[config.mk]
export PLATFORM = sky130hd
export DESIGN_NAME = prod_accumulator
export DESIGN_NICKNAME = d
export VERILOG_FILES = /design/src/rtl/prod_acc_pkg.sv /design/src/rtl/acc_adder.sv /design/src/rtl/prod_accumulator.sv
export SDC_FILE = /design/constraint.sdc
export NUM_CORES = 1
export LEC_CHECK = 0
export CAP_MARGIN = 20
export CORE_UTILIZATION = 45
export DETAILED_ROUTE_END_ITERATION = 8
export GPL_TIMING_DRIVEN = 0
export PLACE_DENSITY = 0.76
export SLEW_MARGIN = 40
export SYNTH_ARGS = -nofsm -noshare
export SYNTH_HDL_FRONTEND = slang
export SYNTH_SLANG_ARGS = --single-unit
[constraint.sdc]
create_clock -name clk -period 5.3 [get_ports clk]
set_clock_uncertainty 0.1 [all_clocks]
set_input_delay 0.795 -clock clk [delete_from_list [all_inputs] [get_ports clk]]
set_output_delay 0.795 -clock clk [all_outputs]
set_load 0.05 [all_outputs]
[src/rtl/prod_acc_pkg.sv]
// Shared types and defaults for the product accumulator stage.
package prod_acc_pkg;

  typedef enum logic [1:0] {
    IDLE = 2'd0,
    ACC  = 2'd1,
    DONE = 2'd2
  } state_t;

  localparam int PROD_W_DEF = 8;
  localparam int ACC_W_DEF  = 10;
  localparam int COUNT_DEF  = 4;

  function automatic int cnt_w(input int n);
    int w;
    w = 1;
    while ((1 << w) < n) w++;
    return w;
  endfunction

endpackage

[src/rtl/acc_adder.sv]
// Accumulator adder: zero-extends the product and adds it to the running sum.
// Wraps by default; clamps to all-ones with PROD_ACCUMULATOR_SAT_EN.
module acc_adder
  import prod_acc_pkg::*;
#(
  parameter int ACC_W  = ACC_W_DEF,
  parameter int PROD_W = PROD_W_DEF
) (
  input  logic [ACC_W-1:0]  a,
  input  logic [PROD_W-1:0] b,
  output logic [ACC_W-1:0]  sum,
  output logic              cout
);

  logic [ACC_W:0] full;

  assign full = {1'b0, a} + (ACC_W+1)'(b);
  assign cout = full[ACC_W];

`ifdef PROD_ACCUMULATOR_SAT_EN
  assign sum = cout ? '1 : full[ACC_W-1:0];
`else
  assign sum = full[ACC_W-1:0];
`endif

endmodule

[src/rtl/prod_accumulator.sv]
// Sums COUNT multiplier products per batch and holds the result on a
// valid/ready output. PROD_ACCUMULATOR_SAT_EN adds saturation and ovf.
module prod_accumulator
  import prod_acc_pkg::*;
#(
  parameter int PROD_W = PROD_W_DEF,
  parameter int COUNT  = COUNT_DEF,
  parameter int ACC_W  = ACC_W_DEF
) (
  input  logic              clk,
  input  logic              rst_n,
  input  logic              start,
  input  logic [PROD_W-1:0] prod,
  input  logic              in_valid,
  output logic              in_ready,
  output logic [ACC_W-1:0]  acc_out,
  output logic              out_valid,
  input  logic              out_ready,
`ifdef PROD_ACCUMULATOR_SAT_EN
  output logic              ovf,
`endif
  output logic              busy
);

  localparam int CW = cnt_w(COUNT);

  state_t          state;
  state_t          nstate;
  logic [ACC_W-1:0] acc;
  logic [ACC_W-1:0] sum;
  logic [CW-1:0]    cnt;
  logic             carry;
  logic             take;
  logic             last;
  logic             clr;

  assign in_ready  = (state == ACC);
  assign out_valid = (state == DONE);
  assign busy      = (state != IDLE);
  assign acc_out   = acc;
  assign take      = in_ready & in_valid;
  assign last      = (cnt == CW'(COUNT - 1));
  assign clr       = (state == IDLE) & start;

  acc_adder #(
    .ACC_W (ACC_W),
    .PROD_W(PROD_W)
  ) u_add (
    .a   (acc),
    .b   (prod),
    .sum (sum),
    .cout(carry)
  );

  always_ff @(posedge clk or negedge rst_n) begin
    if (!rst_n) state <= IDLE;
    else        state <= nstate;
  end

  always_comb begin
    nstate = state;
    unique case (1'b1)
      (state == IDLE): if (start)       nstate = ACC;
      (state == ACC):  if (take && last) nstate = DONE;
      (state == DONE): if (out_ready)   nstate = IDLE;
      default:         nstate = IDLE;
    endcase
  end

  always_ff @(posedge clk or negedge rst_n) begin
    if (!rst_n) begin
      acc <= '0;
      cnt <= '0;
    end else if (clr) begin
      acc <= '0;
      cnt <= '0;
    end else if (take) begin
      acc <= sum;
      cnt <= last ? '0 : cnt + CW'(1);
    end
  end

`ifdef PROD_ACCUMULATOR_SAT_EN
  logic ovf_q;

  always_ff @(posedge clk or negedge rst_n) begin
    if (!rst_n)    ovf_q <= 1'b0;
    else if (clr)  ovf_q <= 1'b0;
    else if (take) ovf_q <= ovf_q | carry;
  end

  assign ovf = ovf_q;
`else
  logic unused_carry;
  assign unused_carry = carry;
`endif

endmodule

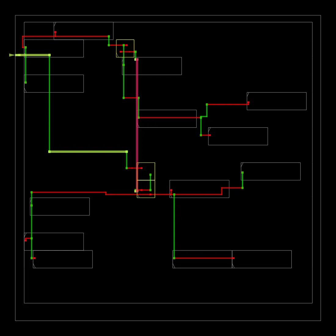
(images/final_clocks.png)
Power Clock: 0.0000600 W
CTS sink cnt: 14
Skew-Pair Late Insertion Delay: 280 ps

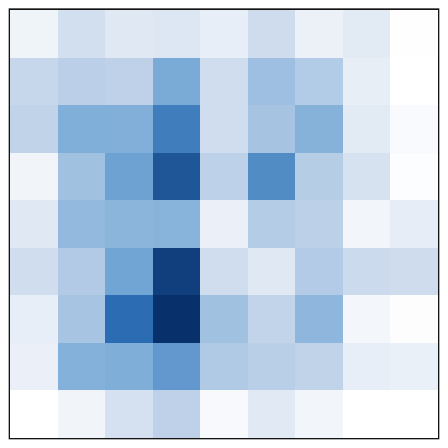
(images/wire_density.png)
The die is cut into 9 by 9 equal tiles; white is low, dark blue is high, scaled to the fullest tile. Values are wire area over tile area, all layers added.
densest ninth of the die: centre
emptiest ninth of the die: south-east
mean over tiles: 0.14
nearly empty tiles: 8.6%
fullest tile: 0.50
DR WL/cell: 13.1 µm
Total GRT Usage: 20.1%
vias after detailed routing: 788
drt total wl: 1900 µm

==> reports/metrics.yaml <==
min_to: "acc_out[9]"
yosys_area_um2: 923
synth_seq_share_pct: 37.9
n_antenna_cell: 0
taps: 27
area.combinational_um2: 551
yosysMostFrequentCell: "nand2_1"
yosysCellCount: 90
endpoint: "acc_out[8]"
num-nonclk-buffers: 27
pwr-share-seq_pct: 25.2
power.switching_w: 0.000379
power_frac_clock_pct: 7.9
path_common_cell: "a21oi_1"
antenna_found_initial: 0
warnings: 26
cap_violations: 0
synth.distinct_cells: 32
vdd_ir_drop_max_mv: 0.390
numCtsBuffers: 3
common_cells: "15 x nand2_1, 14 x dfrtp_1, 9 x ha_1"
wl_met3_um: 76
setup_viol: 0
start_kind: "input port"
async_flop_share_pct: 100
yosys.area.top_type: "dfrtp_1"
setup.worst_path.start: "prod[0]"
syn_inst: 90
reg2reg_depth: 7
drt_iter0_drc: 14
path_depth: 8
slowest_stage: "fa_1"
post-route-min-period_ps: 2760
p_sw_share_pct: 49.9
worst_slew_pin_slew_ps: 659
grt_max_degree: 15
fin_area_um2: 1230
status: "finished clean"
netlist_top_cells_area: "dfrtp_1 38%, ha_1 12%, nand2_1 6.1%"
reg2reg_slack_ps: 3070
comb_area_share_pct: 44.8
total_power_w: 0.000759
fin_cells: 145
post-cts-setup-buffer-count: 0
nClkBuffers: 3
end_kind: "register"
ys_warn_count: 0
synthSimpleGateAreaFrac_pct: 14.9
via_per_inst: 5.43
worst-path-buf-inv: 1
ys_top_logic_family: "AND-OR/OR-AND gates"
path_class: "in -> reg"
min_path_type: "reg -> reg"
gp_congestion: 0.745
p_int_w: 0.000381
aoi_share_pct: 22.4
path_clk_slew_ps: 80
max_freq_ghz: 0.362
seq_cells: 14
cts.path.max_buffers: 2
p_comb_share_pct: 66.9
xor_area_share_pct: 4.74
wl_met1_um: 873
r2r-end: "acc_out[8]"
synth_area_um2: 923
inverters: 2
worstPathCellList: "clkdlybuf4s50_1, ha_1, fa_1, a211oi_1, o21bai_1, a21oi_1, a21oi_1, mux2i_1"
finalSetupTns_ps: 0
crit_family: "AND-OR/OR-AND gates"
drive_above_1_share_pct: 9.32
grt_pass1_vias: 729
ctsResizeCount: 0
dp_hpwl_um: 1460
ctsHoldBuffers: 0
clkCellAreaFrac_pct: 1.83
power_density_nw_per_um2: 617
fill_cells: 161
num_rows: 16
place_area_um2: 1210
ant_nets: 0
required_ps: 5360
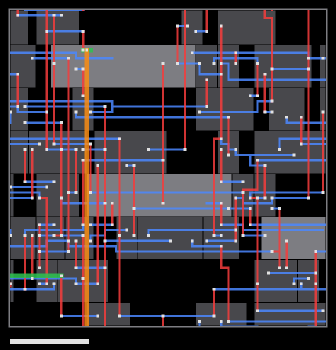
(images/zoom.png)
The bar under the picture is 5 µm long. Region (14, 23) to (34, 43) µm. Cells in grey, sequential cells in the stronger grey; small squares are vias.
| colour | layer |
|---|---|
| green | met3 |
| red | met2 |
| blue | met1 |
| orange | met4 |
most frequent: nand2_1 (7)
sequential cells in the window: 2
cells with their middle in the window: 32
netlist names of flops here include: `acc_out` (1), `state` (1)

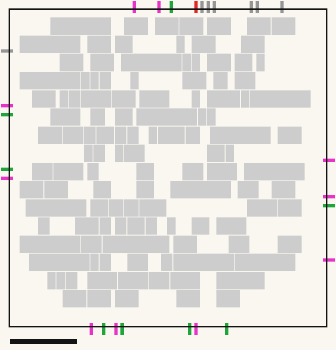
(images/pins.png)
The bar under the picture is 10 µm long. Pins as bars across the die edge, other pins in grey.
| colour | port | pins | direction | edge |
|---|---|---|---|---|
| magenta | `acc_out` | 10 | output | 3 east, 3 south, 2 west, 2 north |
| red | `start` | 1 | input | north |
| green | `prod` | 8 | input | 4 south, 2 west, 1 east, 1 north |
all pins by edge: 10 north, 7 south, 5 west, 4 east
die width: 47.3 µm
I/O Buffers: 25
Die Span Y: 47.3 µm

Power is estimated from default activity; no workload was simulated.
